Fig. 1: run 1, placement view
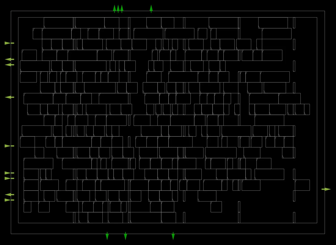
Fig. 2: run 1, signal wires on met3
Drawn at 4 px/µm.
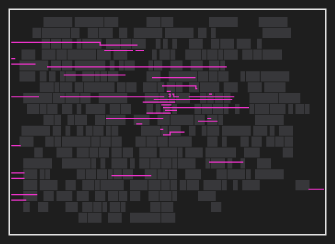
Fig. 3: run 1, cell sizes after repair
Drawn at 4 px/µm.
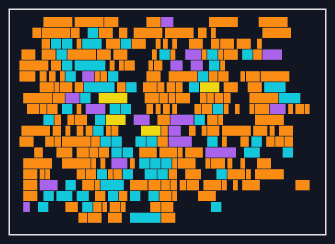
==> config.mk <==
export PLATFORM = sky130hd
export DESIGN_NAME = overlay_buffer_rotator
export DESIGN_NICKNAME = d
export VERILOG_FILES = /design/src/rtl/overlay_buffer_rotator.sv
export SDC_FILE = /design/constraint.sdc
export NUM_CORES = 1
export LEC_CHECK = 0
export CORE_ASPECT_RATIO = 0.7
export CORE_MARGIN = 1.5
export CORE_UTILIZATION = 45
export DETAILED_ROUTE_END_ITERATION = 7
export PLACE_DENSITY = 0.7
export SYNTH_ARGS = -nofsm -noshare
export SYNTH_HDL_FRONTEND = slang
export SYNTH_SLANG_ARGS = --single-unit
==> constraint.sdc <==
create_clock -name clk -period 3.95 [get_ports clk]
set_input_delay 0.9875 -clock clk [delete_from_list [all_inputs] [get_ports clk]]
set_output_delay 0.9875 -clock clk [all_outputs]
set_load 0.005 [all_outputs]
==> Slide: Implementation Results, run 1 <==
Key Metrics from the Run

Clocking
  – H-Tree Depth: 1
  – Cts hold-fix bufs: 0
  – Clock Root Buffer: clkbuf_8
  – # clock sinks: 22

Logic synthesis
  – Yosys reg bits: 22
  – Post-synthesis cell count from yosys: 222
  – FFs w/ async S/R, synth: 0
  – Most numerous cell in the Yosys netlist: nand2_1
  – Dominant cell type by area after synthesis: dfxtp_1
  – Top cells by count: nand2_1, dfxtp_1, mux2i_1, nor2_1, a21oi_1
  – Dominant cell area share: 0.244
  – Synth unique cells: between 50 and 60
  – Post-synth EDFFs: 0

Die
  – Die H: about 56 µm
  – Die X: 78.8 µm

Detailed routing
  – Via/cell ratio: 5.75
  – Drt drc: 0
  – Iter 0 DRT Violations: 188
  – DRT antenna net count: 0
  – First-pass detailed-route iteration total: 4

Layout
  – Largest register FFs: 9
  – Fin nets: approximately 290

Setup path
  – R2R Setup Slk: roughly 0.27 ns

Pwr
  – Combinational share of power: 0.451
  – Power of the sequential group: 0.247 mW
  – Seq pwr share: 0.347

Final timing
  – Worst hold margin: 0.705 ns
  – Final setup TNS: 0 ns
  – Crit path time final: ~3.8 ns
  – Fin crit share: 0.965

Global routing
  – GRT Total Usage: 0.252
  – Remaining Overflow, GRT: 0
  – Largest net degree at the start of global routing: 29

Place
  – Routability Congestion: 0.939
  – # port buffers: 16

Worst hold path
  – Hold Path Cell Cnt: 1
  – Worst Hold Class: flop to flop

Flow run
  – Max-cap violations: 0
  – Tool Warnings: 32

Run status
  – Status: finished, final reports clean
## Picture notes: Fig. 1
FILL cells: 337
Layout Cells excl Fill: 328
final core occ: 0.634
flop share of the area: 0.180
# rows: 19

## Picture notes: Fig. 2
longest straight run: 44.6 µm
wire length on this layer: 299 µm
nets with wire on the layer: 31
share of all routed wire: 5.5%
DR vias: 1,885
final WL: 5470 µm
GR Util met3: 0.0361

## Picture notes: Fig. 3
| color | size | cells | share |
|---|---|---|---|
| yellow | drive 6 and up | 4 | 1.4% |
| cyan | drive 3 to 4 | 59 | 21% |
| purple | drive 2 | 17 | 6.2% |
| orange | drive 1 or less | 196 | 71% |
worst setup margin: 0.138 ns
Layout Area Growth over Synthesis: 35.8%
Non-clk bufs: 65

==> run 1: cells by family after synthesis <==
logic type | count (synthesis) | share of synthesized area
AND/OR/NAND/NOR | 91 | 0.285
AND-OR/OR-AND | 55 | 0.222
buffers and inverters | 24 | 0.0671
flip-flops | 22 | 0.244
multiplexers | 18 | 0.107
adder cells (fa/ha/maj) | 8 | 0.0554
XOR/XNOR | 4 | 0.0194
==> run 1: worst max-delay path, cell delays in order <==
cell and delay (ns):
clkdlybuf4s50_1 0.41, nor3b_2 0.18, buf_4 0.14, a21boi_2 0.15
inv_1 0.07, buf_4 0.13, ha_1 0.20, nor2_1 0.15
a21oi_2 0.07, o32ai_2 0.14, a21oi_2 0.12, o41a_4 0.54
nor4_4 0.32, buf_12 0.19, mux2i_2 0.21
==> run 1: stage by stage <==
step | setup WS (ns) | std cells | area [µm²] | util
final | 0.138 | 328 | 2460 | 0.634
after global routing | -0.00800 | 328 | 2460 | 0.634
after CTS | 0.00728 | 326 | 2410 | 0.622
after detailed placement | -0.586 | 321 | 2320 | 0.598
after global placement | -0.426 | 321 | 2320 | 0.598
after floorplan | 0.0126 | 222 | 1830 | -
==> run 1: what timing repair did <==
item / 4_1_cts / 5_1_grt
pin swaps: 3 / 4
resized: 8 / 11
buffers inserted: 2 / 2
setup endpoints to repair: 14 / 14
==> run 1: cell type report <==
type | instances | area [µm²] | area share
Sequential cell | 22 | 442 | 0.180
Inverter | 10 | 37.5 | 0.0153
Tap cell | 52 | 65.1 | 0.0265
Timing Repair Buffer | 65 | 536 | 0.218
Multi-Input combinational cell | 176 | 1340 | 0.544
Clock buffer | 3 | 41.3 | 0.0168
==> run 1: per-layer routing <==
layer,global-route usage,part of all wire
met1,0.401,0.52
met2,0.356,0.42
met3,0.0361,0.055
met4,0.0485,0.0077
met5,0,0
==> inputs of run 2 (changes only) <==
Settings changed: DONT_BUFFER_PORTS set to 1, PLACE_DENSITY 0.7 to 0.64.
Fig. 4: run 2, placement view
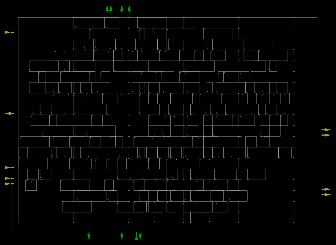
Tapcells: 52
FILL cells: 373
final core occ: 0.515
Layout Cells excl Fill: 280
core area: 3870 µm²

==> Slide: Implementation Results, run 2 <==
Key Metrics from the Run

Place
  – # port buffers: 0 (was 16)
  – Placed Cells: 277 (was 321)

Clocking
  – Post-CTS setup buffer count: 0 (was 2)
  – Cts hold-fix bufs: 0 (unchanged)

Setup path
  – CP max-delay cell: o41a_4 (unchanged)
  – R2R Setup Slk: 0.24 ns (was 0.27 ns)
  – Cell Chain, Critical Path: and2_1 > o21ai_0 > a21boi_2 > inv_1 > ha_1 > a21boi_1 > o32ai_1 > a21oi_1 > o41a_4 > nor4_4 > buf_12 > mux2i_1 (was clkdlybuf4s50_1 > nor3b_2 > buf_4 > a21boi_2 > inv_1 > buf_4 > ha_1 > nor2_1 > a21oi_2 > o32ai_2 > a21oi_2 > o41a_4 > nor4_4 > buf_12 > mux2i_2)
  – Max stage delay on crit path: 0.55 ns (was 0.54 ns)

Final timing
  – Worst hold margin: 0.704 ns (was 0.705 ns)
  – Crit path time final: 3.72 ns (was 3.81 ns)

Flow run
  – Tool Warnings: 32 (unchanged)

Layout
  – Layout Area Growth over Synthesis: 10.4% (was 35.8%)
  – Largest register FFs: 9 (unchanged)
  – Design Area, Final: 2000 µm² (was 2460 µm²)
  – Fin nets: 243 (was 291)

Logic synthesis
  – Dominant cell area share: 0.244 (unchanged)
  – Synth unique cells: 56 (unchanged)
  – Top cells by count: nand2_1, dfxtp_1, mux2i_1, nor2_1, a21oi_1 (unchanged)
  – Dominant cell type by area after synthesis: dfxtp_1 (unchanged)
  – Most numerous cell in the Yosys netlist: nand2_1 (unchanged)
  – FFs w/ async S/R, synth: 0 (unchanged)
  – Yosys reg bits: 22 (unchanged)

Global routing
  – Largest net degree at the start of global routing: 29 (unchanged)
  – Remaining Overflow, GRT: 0 (unchanged)

Die
  – Die X: 78.8 µm (unchanged)
  – Die H: 56.0 µm (unchanged)

Detailed routing
  – Iter 0 DRT Violations: 155 (was 188)
  – Final WL: 4750 µm (was 5470 µm)
  – Drt drc: 0 (unchanged)
  – Via/cell ratio: 6.01 (was 5.75)

Worst hold path
  – Worst Hold Class: flop to flop (unchanged)

Pwr
  – Combinational share of power: 0.364 (was 0.451)

Run status
  – Status: finished, final reports clean (unchanged)
## run 2: cell counts after synthesis
Identical to the previous run, type by type.
## run 2: logic make-up after synthesis
family | Yosys count | synth area share
AND-OR/OR-AND | 55 | 0.222
multiplexers | 18 | 0.107
flip-flops | 22 | 0.244
XOR/XNOR | 4 | 0.0194
AND/OR/NAND/NOR | 91 | 0.285
adder cells (fa/ha/maj) | 8 | 0.0554
buffers and inverters | 24 | 0.0671
## run 2: final cells by class
type                    count  area, µm²  area share
multi-input cells         176       1270       0.636
flip-flops and latches     22        442       0.221
repair buffers             17        140      0.0702
well taps                  52       65.1      0.0326
clock buffers               3       41.3      0.0207
inverters                  10       37.5      0.0188
## run 2: critical path, delay by kind of cell
family,cells,cell delay (ns)
AND-OR/OR-AND,6,1.78
adder cells (fa/ha/maj),1,0.19
multiplexers,1,0.18
buffers and inverters,2,0.27
AND/OR/NAND/NOR,2,0.49
## run 2: power groups by stage
stage               combinational, mW  sequential, mW  clock, mW
finish                          0.222           0.248      0.140
global route                    0.243           0.250      0.153
CTS                             0.219           0.247      0.144
detailed placement              0.217           0.253          0
global placement                0.217           0.252          0
floorplan                       0.160           0.245          0
## run 2: through the flow
step | power (mW) | worst slack (ns)
after floorplan | 0.404 | 0.0126
after global placement | 0.469 | 0.00854
after CTS | 0.610 | 0.160
after global routing | 0.646 | 0.00935
after detailed placement | 0.469 | -0.0867
final | 0.610 | 0.231
## run 2: what timing repair did
action	in CTS	in global routing
setup endpoints to repair	0	8
gates resized	0	2
hold endpoints to repair	0	0
## run 2: metal layers
layer,vias to the layer above,global-route usage,routed length [µm],share of wire
li1,824,-,-,-
met4,0,0.0612,35,0.0074
met3,4,0.0459,382,0.080
met5,-,0,0,0
met1,774,0.348,2350,0.50
met2,80,0.323,1980,0.42
Power is estimated from default activity; no workload was simulated.
